File: src/rtl/hazard_input_cond.sv
// hazard_input_cond
//   Conditioning stage in front of the hazard-light pattern FSM. Each raw
//   wind-direction switch is passed through a two-flop synchroniser and a
//   stability-count debouncer. The clean pair is encoded into a 2-bit mode,
//   and a two-state handshake reports each mode change to the slower consumer.
//
//   Ports:
//     clk          board clock, rising edge
//     reset        asynchronous, active-high, clears every flop
//     sw1, sw0     raw slide switches (right-to-left / left-to-right request)
//     sw1_clean    debounced sw1
//     sw0_clean    debounced sw0
//     mode         registered mode: 00 calm, 01 sw0 dir, 10 sw1 dir
//     mode_pending high from a mode change until the consumer acknowledges it
//     mode_ack     consumer acknowledge (level, one or more cycles)
//     overrun      sticky: a mode change arrived while mode_pending was high
//
//   Optional build macro HAZARD_HOLD_ILLEGAL_EN: when it is defined, a clean
//   pattern of 11 holds the last legal mode. When it is undefined, 11 encodes
//   as calm.

// One switch: synchroniser plus debouncer.
module hazard_db #(
    parameter int DB_CYCLES = 1000000,
    parameter int CNT_W     = 20
) (
    input  logic clk,
    input  logic reset,
    input  logic raw,
    output logic clean
);
    localparam logic [CNT_W-1:0] LAST = CNT_W'(DB_CYCLES - 1);

    logic             sync1, s;
    logic [CNT_W-1:0] cnt;

    always_ff @(posedge clk or posedge reset) begin
        if (reset) begin
            sync1 <= 1'b0;
            s     <= 1'b0;
            cnt   <= '0;
            clean <= 1'b0;
        end else begin
            sync1 <= raw;
            s     <= sync1;
            // Any return to the accepted level restarts the stability window.
            if (s == clean) begin
                cnt <= '0;
            end else if (cnt == LAST) begin
                clean <= s;
                cnt   <= '0;
            end else begin
                cnt <= cnt + 1'b1;
            end
        end
    end
endmodule

module hazard_input_cond #(
    parameter int DB_CYCLES = 1000000,
    parameter int CNT_W     = 20
) (
    input  logic       clk,
    input  logic       reset,
    input  logic       sw1,
    input  logic       sw0,
    output logic       sw1_clean,
    output logic       sw0_clean,
    output logic [1:0] mode,
    output logic       mode_pending,
    input  logic       mode_ack,
    output logic       overrun
);
    localparam int NUM_SW = 2;

    typedef enum logic {IDLE = 1'b0, PEND = 1'b1} hs_state_t;

    logic [NUM_SW-1:0] raw, clean;
    logic [1:0]        next_mode;
    logic              mode_chg;
    hs_state_t         state, state_nxt;

    assign raw = {sw1, sw0};

    // One debouncer per switch. The two debouncers are independent.
    for (genvar i = 0; i < NUM_SW; i++) begin : g_sw
        hazard_db #(.DB_CYCLES(DB_CYCLES), .CNT_W(CNT_W)) u_db (
            .clk   (clk),
            .reset (reset),
            .raw   (raw[i]),
            .clean (clean[i])
        );
    end

    assign sw1_clean = clean[1];
    assign sw0_clean = clean[0];

    always_comb begin
        next_mode = 2'b00;
        case (clean)
            2'b01:   next_mode = 2'b01;
            2'b10:   next_mode = 2'b10;
`ifdef HAZARD_HOLD_ILLEGAL_EN
            2'b11:   next_mode = mode;  // both set: keep the last legal mode
`else
            2'b11:   next_mode = 2'b00; // both set: treat as calm
`endif
            default: next_mode = 2'b00;
        endcase
    end

    assign mode_chg = (next_mode != mode);

    // When both clean bits move on the same edge, the mode is updated once.
    always_ff @(posedge clk or posedge reset) begin
        if (reset) mode <= 2'b00;
        else       mode <= next_mode;
    end

    // Handshake FSM: state register.
    always_ff @(posedge clk or posedge reset) begin
        if (reset) state <= IDLE;
        else       state <= state_nxt;
    end

    // Handshake FSM: next state. A fresh change takes priority over an ack.
    always_comb begin
        state_nxt = state;
        case (state)
            IDLE: if (mode_chg) state_nxt = PEND;
            PEND: if (!mode_chg && mode_ack) state_nxt = IDLE;
            default: state_nxt = IDLE;
        endcase
    end

    // Handshake FSM: outputs.
    always_comb begin
        mode_pending = (state == PEND);
    end

    always_ff @(posedge clk or posedge reset) begin
        if (reset)                          overrun <= 1'b0;
        else if (state == PEND && mode_chg) overrun <= 1'b1;
    end
endmodule

File: config.mk
export PLATFORM = sky130hd
export DESIGN_NAME = hazard_input_cond
export DESIGN_NICKNAME = d
export VERILOG_FILES = /design/src/rtl/hazard_input_cond.sv
export SDC_FILE = /design/constraint.sdc
export NUM_CORES = 1
export LEC_CHECK = 0
export CAP_MARGIN = 20
export CORE_MARGIN = 1.5
export CORE_UTILIZATION = 65
export CTS_BUF_LIST = sky130_fd_sc_hd__clkbuf_4
export DETAILED_ROUTE_END_ITERATION = 8
export GPL_TIMING_DRIVEN = 0
export HOLD_SLACK_MARGIN = 0.03
export PLACE_DENSITY = 0.85
export SYNTH_ARGS = -nofsm -noshare
export SYNTH_HDL_FRONTEND = slang
export SYNTH_SLANG_ARGS = --single-unit
File: constraint.sdc
create_clock -name clk -period 3.4 [get_ports clk]
set_clock_uncertainty 0.1 [all_clocks]
set_input_delay 0.51 -clock clk [delete_from_list [all_inputs] [get_ports clk]]
set_output_delay 0.51 -clock clk [all_outputs]
set_load 0.05 [all_outputs]
run_1/flops_by_reg.png
The bar under the picture is 20 µm long. Other sequential cells in the stronger grey, the rest of the logic in the fainter grey.
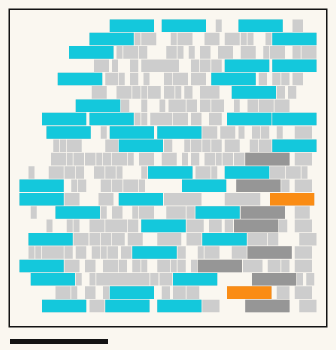
legend:
  orange:
    name_in_the_netlist: g_sw.u_db.s
    flops: 2
  cyan:
    name_in_the_netlist: g_sw.u_db.cnt
    flops: 40
    where: spread over the die
not coloured: 8

run_1/placement_by_type.png
The bar under the picture is 20 µm long.
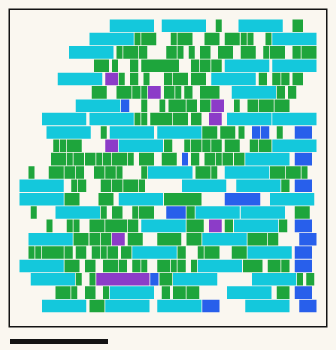
legend:
  green:
    class: combinational and other logic
    cells: 183
  purple:
    class: clock drivers and dummy loads
    cells: 8
  blue:
    class: remaining buffers and delay cells
    cells: 17
  cyan:
    class: sequential cells
    cells: 50

run_1/congestion.png
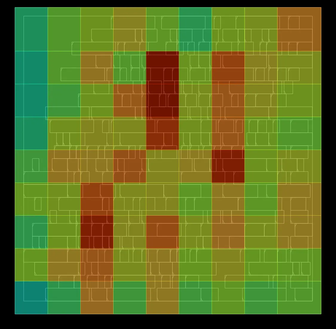
Core Util, Final: 0.747
global routing usage on met1: 0.356

## run 1: sequential cells by signal, summed over array words and instances (netlist names)
name             cells
g_sw.u_db.cnt       40
g_sw.u_db.clean      2
g_sw.u_db.s          2
g_sw.u_db.sync1      2
mode                 2
mode_pending         1
overrun              1
## run 1: area by class of cell
type / instances / area (µm²)
multi-input combinational: 173 / 1130
timing repair buffer: 11 / 120
clock inverter: 3 / 45.0
tap: 48 / 60.1
inverter: 10 / 37.5
clock buffer: 5 / 37.5
buffer: 6 / 35.0
fill: 256 / 921
sequential: 50 / 1250
## run 1: placed cells by master (no fill, tap or decap), drive strengths merged, types with 9 or more instances in the layout
cell type,netlist,routed
inv,10,10
clkdlybuf4s50,0,10
nand4,12,12
xor2,11,11
xnor2,22,22
nand2,9,9
dfrtp,50,50
nand3,14,14
nor4,10,10
nor2,36,36
## run 1: routing by layer
metal | track usage | share of wire | vias to the layer above | wire length, µm
met4 | 0.0691 | 0.016 | 0 | 70
met5 | 0 | 0 | - | 0
met2 | 0.384 | 0.47 | 45 | 2090
li1 | - | - | 883 | -
met1 | 0.356 | 0.48 | 879 | 2100
met3 | 0.0511 | 0.033 | 9 | 147
## run 1: synth_stat cells (2+ instances only)
| library cell | instances |
|---|---|
| mux2_2 | 2 |
| a21oi_1 | 6 |
| and4_1 | 4 |
| ha_1 | 2 |
| and3_1 | 6 |
| nand4b_1 | 3 |
| or4_1 | 2 |
| xnor2_1 | 22 |
| nor4_1 | 9 |
| nor2_1 | 36 |
| o21ai_0 | 5 |
| buf_2 | 3 |
| nand3_1 | 14 |
| nor3_1 | 8 |
| nor4b_1 | 3 |
| nor2b_1 | 2 |
| or3_1 | 2 |
| nand2_1 | 9 |
| dfrtp_1 | 50 |
| o31ai_1 | 3 |
| nand4_1 | 11 |
| xor2_1 | 11 |
| inv_1 | 10 |
## run 1: kinds of logic after synthesis
group | Yosys count | synth area share
and+or+nand+nor | 118 | 0.271
DFF | 50 | 0.511
xor gates and xnor gates | 33 | 0.118
AOI/OAI and AO/OA | 17 | 0.0470
buffers and inverters | 16 | 0.0296
muxes | 3 | 0.0133
adders and majority gates | 2 | 0.0102
## run 1: where the power goes
part	internal, mW	switching [mW]
registers	0.603	0.00691
clock network	0.154	0.188
logic	0.0157	0.0271
total	0.773	0.222
## run 1: final timing paths
| kind | start | to | slack (ps) | depth (start not counted) |
|---|---|---|---|---|
| worst min-delay path | g_sw[1].u_db.sync1 | g_sw[1].u_db.s | 270 | 0 |
| worst max register to register | g_sw[0].u_db.cnt[0] | g_sw[0].u_db.cnt[15] | 1330 | 6 |
| max in group asynchronous | reset | g_sw[1].u_db.cnt[8] | 2430 | 3 |
| min in group asynchronous | reset | g_sw[1].u_db.cnt[6] | 290 | 2 |
| worst min register to register | g_sw[1].u_db.sync1 | g_sw[1].u_db.s | 270 | 0 |
| worst max-delay path | g_sw[0].u_db.clean | sw0_clean | 1070 | 1 |
==> results.json, run 1 <==
{
  "status": "completed",
  "dieHeight_um": 64.4,
  "slew_headroom": 0.662,
  "io_buffers": 10,
  "synth.distinct_cells": 39,
  "vdd_ir_drop_max_mv": 0.302,
  "tightest_slew_ps": 505,
  "fp_nets": 246,
  "fmax_mhz": 429,
  "hold_viol": 0,
  "cp_num_buf_inv": 1,
  "path_delay_family": "buffers and inverters",
  "cts_tree": "built",
  "die_w_um": 64.4,
  "yosys_cells": 239,
  "synth.cell_area_um2": 2450,
  "grt_max_degree": 39,
  "viasPerCell": 5.93,
  "rows": 22,
  "cts_buffer_depth": 2,
  "hp-class": "reg -> reg",
  "cts_post_setup_buffers_inserted": 0,
  "rsz0062_at_grt": "no",
  "track_usage": 0.248,
  "fp.coreArea_um2": 3630,
  "drive_gt1_frac": 0.0969,
  "synthArstFlopShare": 1.00,
  "top_cells_by_area": "dfrtp_1 51%, xnor2_1 7.9%, nor2_1 5.5%",
  "cap_violations": 0,
  "cp_slowest_stage_delay_ps": 850,
  "slew_viol_final": 0,
  "synth_top_cell_by_area": "dfrtp_1",
  "timing.final.ws_setup_ps": 1070,
  "place_area_um2": 2630,
  "numCtsBuffers": 5,
  "power_per_cell_area_nw_per_um2": 367,
  "drtPass1Iterations": 4,
  "clkLatencyLatePin_ps": 370,
  "path_max_fanout": 7,
  "htree_levels": 2,
  "finalCritPeriodShare": 0.685,
  "p_total_uw": 995,
  "area_growth_pct": 10.7,
  "fin_crit_ps": 2330,
  "edf_count": 0,
  "crit_arrival_ps": 1720,
  "wl_per_cell_um": 14.4,
  "dp_cells": 298,
  "antennaDiodeCount": 0,
  "grt_pass1_vias": 1757,
  "overflow": 0,
  "fin_cells": 306,
  "p_leak_nw": 1.10,
  "dr.first_iter.drc_count": 126,
  "ant_nets": 0,
  "worstPathRequired_ps": 2790
}
run_1/sizes.png
The bar under the picture is 20 µm long.
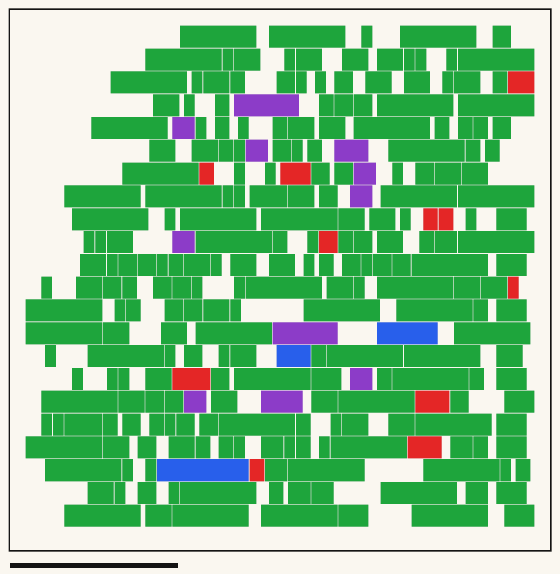

==> run 2, diff against run 1 <==
--- a/config.mk
+++ b/config.mk
@@ -7,12 +7,12 @@
 export LEC_CHECK = 0
 export CAP_MARGIN = 20
 export CORE_MARGIN = 1.5
-export CORE_UTILIZATION = 65
+export CORE_UTILIZATION = 62
 export CTS_BUF_LIST = sky130_fd_sc_hd__clkbuf_4
 export DETAILED_ROUTE_END_ITERATION = 8
 export GPL_TIMING_DRIVEN = 0
 export HOLD_SLACK_MARGIN = 0.03
-export PLACE_DENSITY = 0.85
+export PLACE_DENSITY = 0.81
 export SYNTH_ARGS = -nofsm -noshare
 export SYNTH_HDL_FRONTEND = slang
 export SYNTH_SLANG_ARGS = --single-unit
==> constraint.sdc (replaced) <==
create_clock -name clk -period 2.3 [get_ports clk]
set_clock_uncertainty 0.1 [all_clocks]
set_input_delay 0.345 -clock clk [delete_from_list [all_inputs] [get_ports clk]]
set_output_delay 0.345 -clock clk [all_outputs]
set_load 0.05 [all_outputs]
run_2/sizes.png
The bar under the picture is 20 µm long.
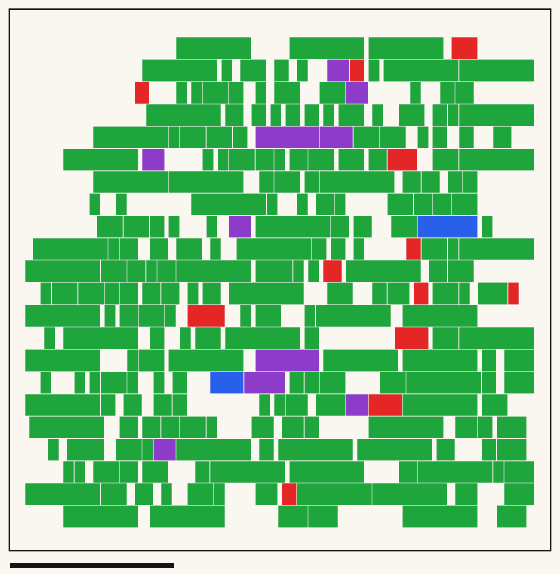
legend:
  red:
    size: _2 cells
    cells: 12
  blue:
    size: _6 and larger
    cells: 2
  purple:
    size: _3 and _4 cells
    cells: 10
  green:
    size: _0 and _1 cells
    cells: 234

run_2/logic_types.png
The bar under the picture is 20 µm long.
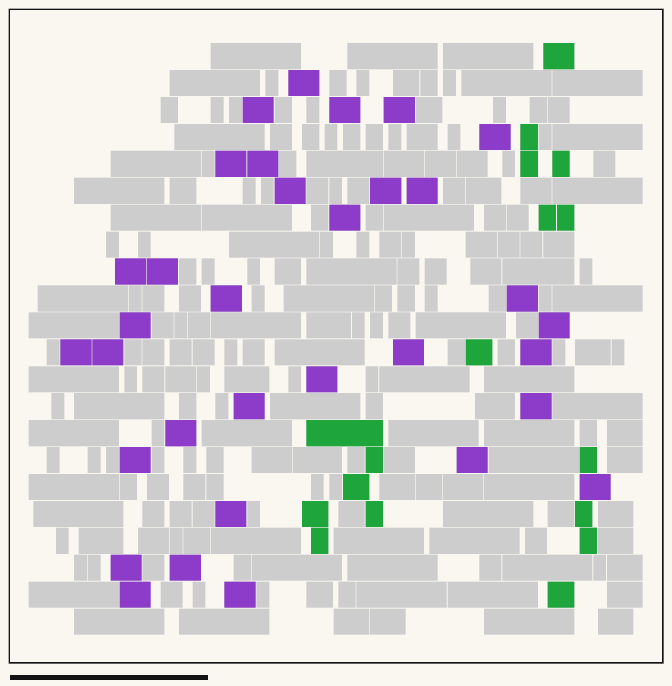
legend:
  green:
    family: aoi and oai cells
    cells: 17
  purple:
    family: xor and xnor cells
    cells: 33
    where: spread over the die

run_2/flops_by_reg.png
The bar under the picture is 20 µm long. Other sequential cells in the stronger grey, the rest of the logic in the fainter grey.
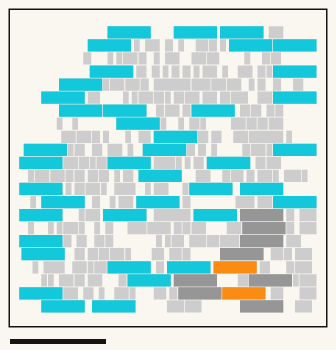
legend:
  cyan:
    name_in_the_netlist: g_sw.u_db.cnt
    flops: 40
    where: spread over the die
  orange:
    name_in_the_netlist: g_sw.u_db.s
    flops: 2
not coloured: 8

==> results.json, run 2 <==
{
  "synth_top_cell_by_area": "dfrtp_1",
  "io_buffers": 10,
  "r2r_end": "g_sw[0].u_db.cnt[16]",
  "combPwrFrac": 0.047,
  "hp-class": "in -> async",
  "fin_crit_ps": 2150,
  "synth.distinct_cells": 39,
  "rsz0062_at_grt": "no",
  "layout_top_cells": "50 x dfrtp_1, 36 x nor2_1, 22 x xnor2_1, 14 x nand3_1",
  "cts_post_setup_buffers_inserted": 0,
  "htree_levels": 2,
  "yosys_cells": 239,
  "antennaDiodeCount": 0,
  "fin_cells": 306,
  "r2r_cells": 6,
  "cts_buffer_depth": 2,
  "p_leak_nw": 1.09,
  "top_cells_by_area": "dfrtp_1 51%, xnor2_1 7.9%, nor2_1 5.5%",
  "lay_top_count": "dfrtp_1",
  "grt_pass1_vias": 1694,
  "status": "completed",
  "internal_power_mw": 1.03,
  "dieHeight_um": 65.9,
  "cp_slowest_stage_delay_ps": 840,
  "fp.coreArea_um2": 3720,
  "p_sw_uw": 321,
  "worstPathRequired_ps": 1860,
  "drtPass1Iterations": 4,
  "synthArstFlopShare": 1.00,
  "die_w_um": 65.9,
  "fmax_mhz": 466,
  "fp_nets": 246,
  "dp_cells": 298,
  "pwr-share-clk": 0.284,
  "largest_register": "g_sw.u_db.cnt",
  "worst-r2r-setup-slack_ps": 240,
  "wl_per_cell_um": 14.1,
  "path_delay_family": "buffers and inverters",
  "cts_tree": "built",
  "finalCritPeriodShare": 0.933,
  "cap_violations": 0,
  "tightest_slew_ps": 491,
  "clkLatencyLatePin_ps": 370,
  "grt_max_degree": 31
}
## run 2: cell counts after synthesis
No cell type changed its count.
## run 2: cell families (layout without fill, tap and decap cells)
family	Yosys count	after routing	synth area share
AND/OR/NAND/NOR	118	118	0.271
XOR/XNOR	33	33	0.118
AND-OR/OR-AND	17	17	0.0470
adder cells (fa/ha/maj)	2	2	0.0102
multiplexers	3	3	0.0133
flip-flops	50	50	0.511
buffers and inverters	16	35	0.0296
## run 2: metal layers
metal  global-route usage  vias up  wire [µm]
li1                     -      890          -
met5                    0        -          0
met4               0.0911        0         79
met3               0.0613        9        215
met2                0.359       50       2010
met1                0.305      874       2000
## run 2: layout make-up
class | count | area [µm²]
Sequential cell | 50 | 1250
Multi-Input combinational cell | 173 | 1130
Fill cell | 279 | 1030
Timing Repair Buffer | 11 | 120
Tap cell | 48 | 60.1
Clock buffer | 5 | 37.5
Inverter | 10 | 37.5
Buffer | 6 | 35.0
Clock inverter | 3 | 16.3
## run 2: how the worst max path moves through the flow
| stage | start | endpoint | slack (ps) | depth (start not counted) |
|---|---|---|---|---|
| finish | g_sw[0].u_db.clean | sw0_clean | 150 | 1 |
| CTS | g_sw[0].u_db.clean | sw0_clean | 130 | 1 |
| global placement | reset | g_sw[0].u_db.cnt[13] | -250 | 2 |
| floorplan | g_sw[0].u_db.cnt[0] | g_sw[0].u_db.cnt[11] | 510 | 6 |
| global route | g_sw[1].u_db.clean | sw1_clean | 60 | 1 |
| detailed placement | g_sw[0].u_db.cnt[0] | g_sw[0].u_db.cnt[9] | 240 | 6 |
## run 2: power groups by stage
stage / logic, mW / registers, mW / clock network [mW]
2_1_floorplan: 0.0427 / 0.916 / 0
3_3_place_gp: 0.0601 / 0.918 / 0
3_5_place_dp: 0.0659 / 0.919 / 0
4_1_cts: 0.0660 / 0.902 / 0.397
5_1_grt: 0.0746 / 0.904 / 0.439
6_report: 0.0639 / 0.902 / 0.384
## run 2: through the flow
step	util	hold WS, ps
after floorplan	-	231
after CTS	0.722	184
after global routing	0.722	180
after global placement	0.702	236
final	0.722	175
after detailed placement	0.708	235
run_2/placement_by_type.png
The bar under the picture is 20 µm long.
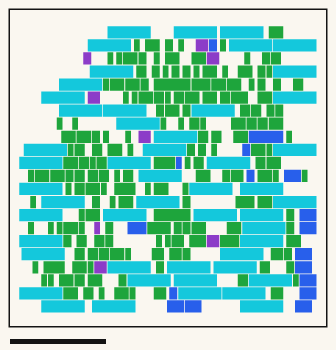

==> run 3, diff against run 2 <==
--- a/config.mk
+++ b/config.mk
@@ -6,13 +6,14 @@
 export NUM_CORES = 1
 export LEC_CHECK = 0
 export CAP_MARGIN = 20
-export CORE_MARGIN = 1.5
+export CORE_MARGIN = 5
 export CORE_UTILIZATION = 62
 export CTS_BUF_LIST = sky130_fd_sc_hd__clkbuf_4
 export DETAILED_ROUTE_END_ITERATION = 8
 export GPL_TIMING_DRIVEN = 0
 export HOLD_SLACK_MARGIN = 0.03
 export PLACE_DENSITY = 0.81
+export SETUP_SLACK_MARGIN = 0.02
 export SYNTH_ARGS = -nofsm -noshare
 export SYNTH_HDL_FRONTEND = slang
 export SYNTH_SLANG_ARGS = --single-unit
run_3/placement_by_type.png
The bar under the picture is 20 µm long.
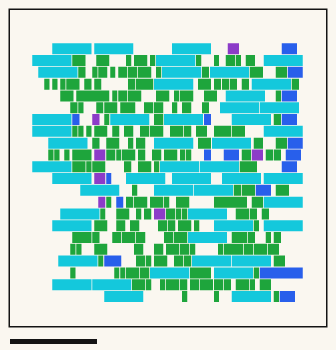
legend:
  cyan:
    class: sequential cells
    cells: 50
  purple:
    class: clock drivers and dummy loads
    cells: 7
  green:
    class: combinational and other logic
    cells: 183
  blue:
    class: remaining buffers and delay cells
    cells: 17

run_3/sizes.png
The bar under the picture is 20 µm long.
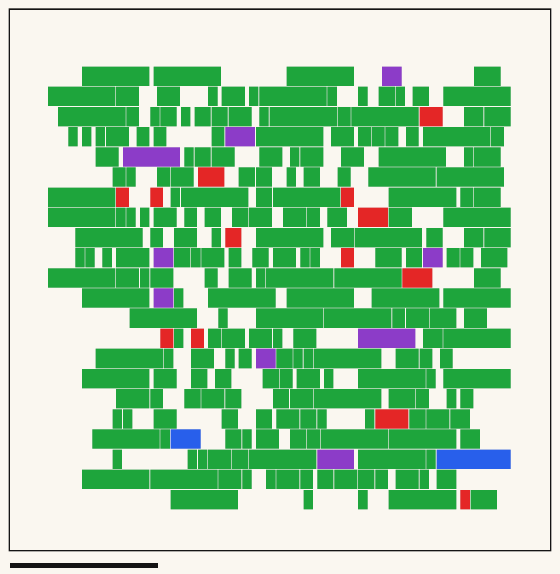
legend:
  purple:
    size: _3 and _4 cells
    cells: 9
  blue:
    size: _6 and larger
    cells: 2
  red:
    size: _2 cells
    cells: 13
  green:
    size: _0 and _1 cells
    cells: 233

run_3/logic_types.png
The bar under the picture is 20 µm long.
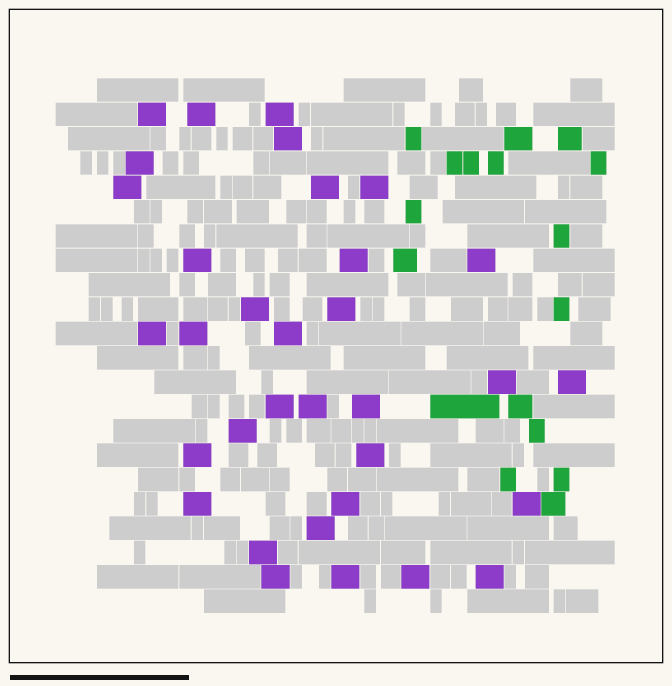
legend:
  green:
    family: aoi and oai cells
    cells: 17
  purple:
    family: xor and xnor cells
    cells: 33

==> results.json, run 3 <==
{
  "io_buffers": 10,
  "hp-class": "in -> async",
  "combPwrFrac": 0.049,
  "finalCritPeriodShare": 0.927,
  "fin_cells": 305,
  "largest_register": "g_sw.u_db.cnt",
  "cts_post_setup_buffers_inserted": 0,
  "worstPathRequired_ps": 1860,
  "r2r_end": "g_sw[0].u_db.cnt[15]",
  "synth_top_cell_by_area": "dfrtp_1",
  "wl_per_cell_um": 15.1,
  "grt_max_degree": 27,
  "cap_violations": 0,
  "seq_power_share": 0.673,
  "top_cells_by_area": "dfrtp_1 51%, xnor2_1 7.9%, nor2_1 5.5%",
  "status": "completed",
  "fin_crit_ps": 2130,
  "fp_nets": 246,
  "rsz0062_at_grt": "no",
  "fin_util": 0.717,
  "cts_tree": "built",
  "cp.depth": 1,
  "dp_cells": 298,
  "internal_power_mw": 1.03,
  "dieHeight_um": 72.9,
  "critPathLaunch": "g_sw[0].u_db.clean",
  "path_delay_family": "buffers and inverters",
  "r2r_cells": 5,
  "grt_pass1_vias": 1776,
  "lay_top_count": "dfrtp_1",
  "cts_resized": 0,
  "fmax_mhz": 469,
  "htree_levels": 2,
  "worst-r2r-setup-slack_ps": 240,
  "synth.distinct_cells": 39,
  "fill_cells": 274,
  "die_w_um": 72.9,
  "clkLatencyLatePin_ps": 360,
  "synthArstFlopShare": 1.00,
  "p_sw_uw": 313,
  "p_leak_nw": 1.10,
  "drtPass1Iterations": 4,
  "layout_top_cells": "50 x dfrtp_1, 36 x nor2_1, 22 x xnor2_1, 14 x nand3_1",
  "cp_slowest_stage_delay_ps": 850
}
run 3: cell count changes in the layout (fill, tap and decap cells not counted):
cell        previous run  this run
clkinv_2               1         2
buf_12                 1         0
buf_16                 0         1
clkinv_1               1         0
clkinvlp_4             1         0
run 3: metrics by stage:
| stage | setup slack, ps | power, mW | hold WS (ps) | instance area [µm²] |
|---|---|---|---|---|
| finish | 168 | 1.34 | 257 | 2690 |
| global route | 55.8 | 1.41 | 279 | 2690 |
| CTS | 140 | 1.36 | 255 | 2690 |
| detailed placement | 241 | 0.985 | 250 | 2640 |
| global placement | -240 | 0.978 | 239 | 2610 |
| floorplan | 512 | 0.958 | 231 | 2450 |
run 3: final cells by class:
class | instances | area [µm²] | share of cell area
sequential | 50 | 1250 | 0.466
timing repair buffer | 11 | 128 | 0.0475
buffer | 6 | 35.0 | 0.0130
clock buffer | 5 | 37.5 | 0.0140
clock inverter | 2 | 10.0 | 0.00373
inverter | 10 | 37.5 | 0.0140
multi-input combinational | 173 | 1130 | 0.419
tap | 48 | 60.1 | 0.0224
run 3: power by group through the flow:
| stage | logic, mW | registers [mW] | clock network, mW |
|---|---|---|---|
| floorplan | 0.0427 | 0.916 | 0 |
| global placement | 0.0601 | 0.918 | 0 |
| detailed placement | 0.0671 | 0.918 | 0 |
| CTS | 0.0672 | 0.902 | 0.389 |
| global route | 0.0761 | 0.905 | 0.430 |
| finish | 0.0653 | 0.901 | 0.373 |
run 3: kinds of logic after synthesis:
logic type | Yosys count | synth area share
AND/OR/NAND/NOR | 118 | 0.271
XOR/XNOR | 33 | 0.118
buffers and inverters | 16 | 0.0296
multiplexers | 3 | 0.0133
flip-flops | 50 | 0.511
adder cells (fa/ha/maj) | 2 | 0.0102
AND-OR/OR-AND | 17 | 0.0470
run 3: layer usage:
layer  track usage  share of wire
met1         0.286           0.49
met2         0.281           0.45
met3        0.0482          0.044
met4        0.0963          0.012
met5             0              0
run 3: worst max path at each step:
stage / to / slack, ps
4_1_cts: sw0_clean / 140
3_5_place_dp: g_sw[0].u_db.cnt[15] / 240
5_1_grt: g_sw[0].u_db.cnt[12] / 60
2_1_floorplan: g_sw[0].u_db.cnt[11] / 510
6_report: sw0_clean / 170
3_3_place_gp: g_sw[1].u_db.cnt[10] / -240
Power figures rest on the tool's default switching activity, not on a simulated workload.
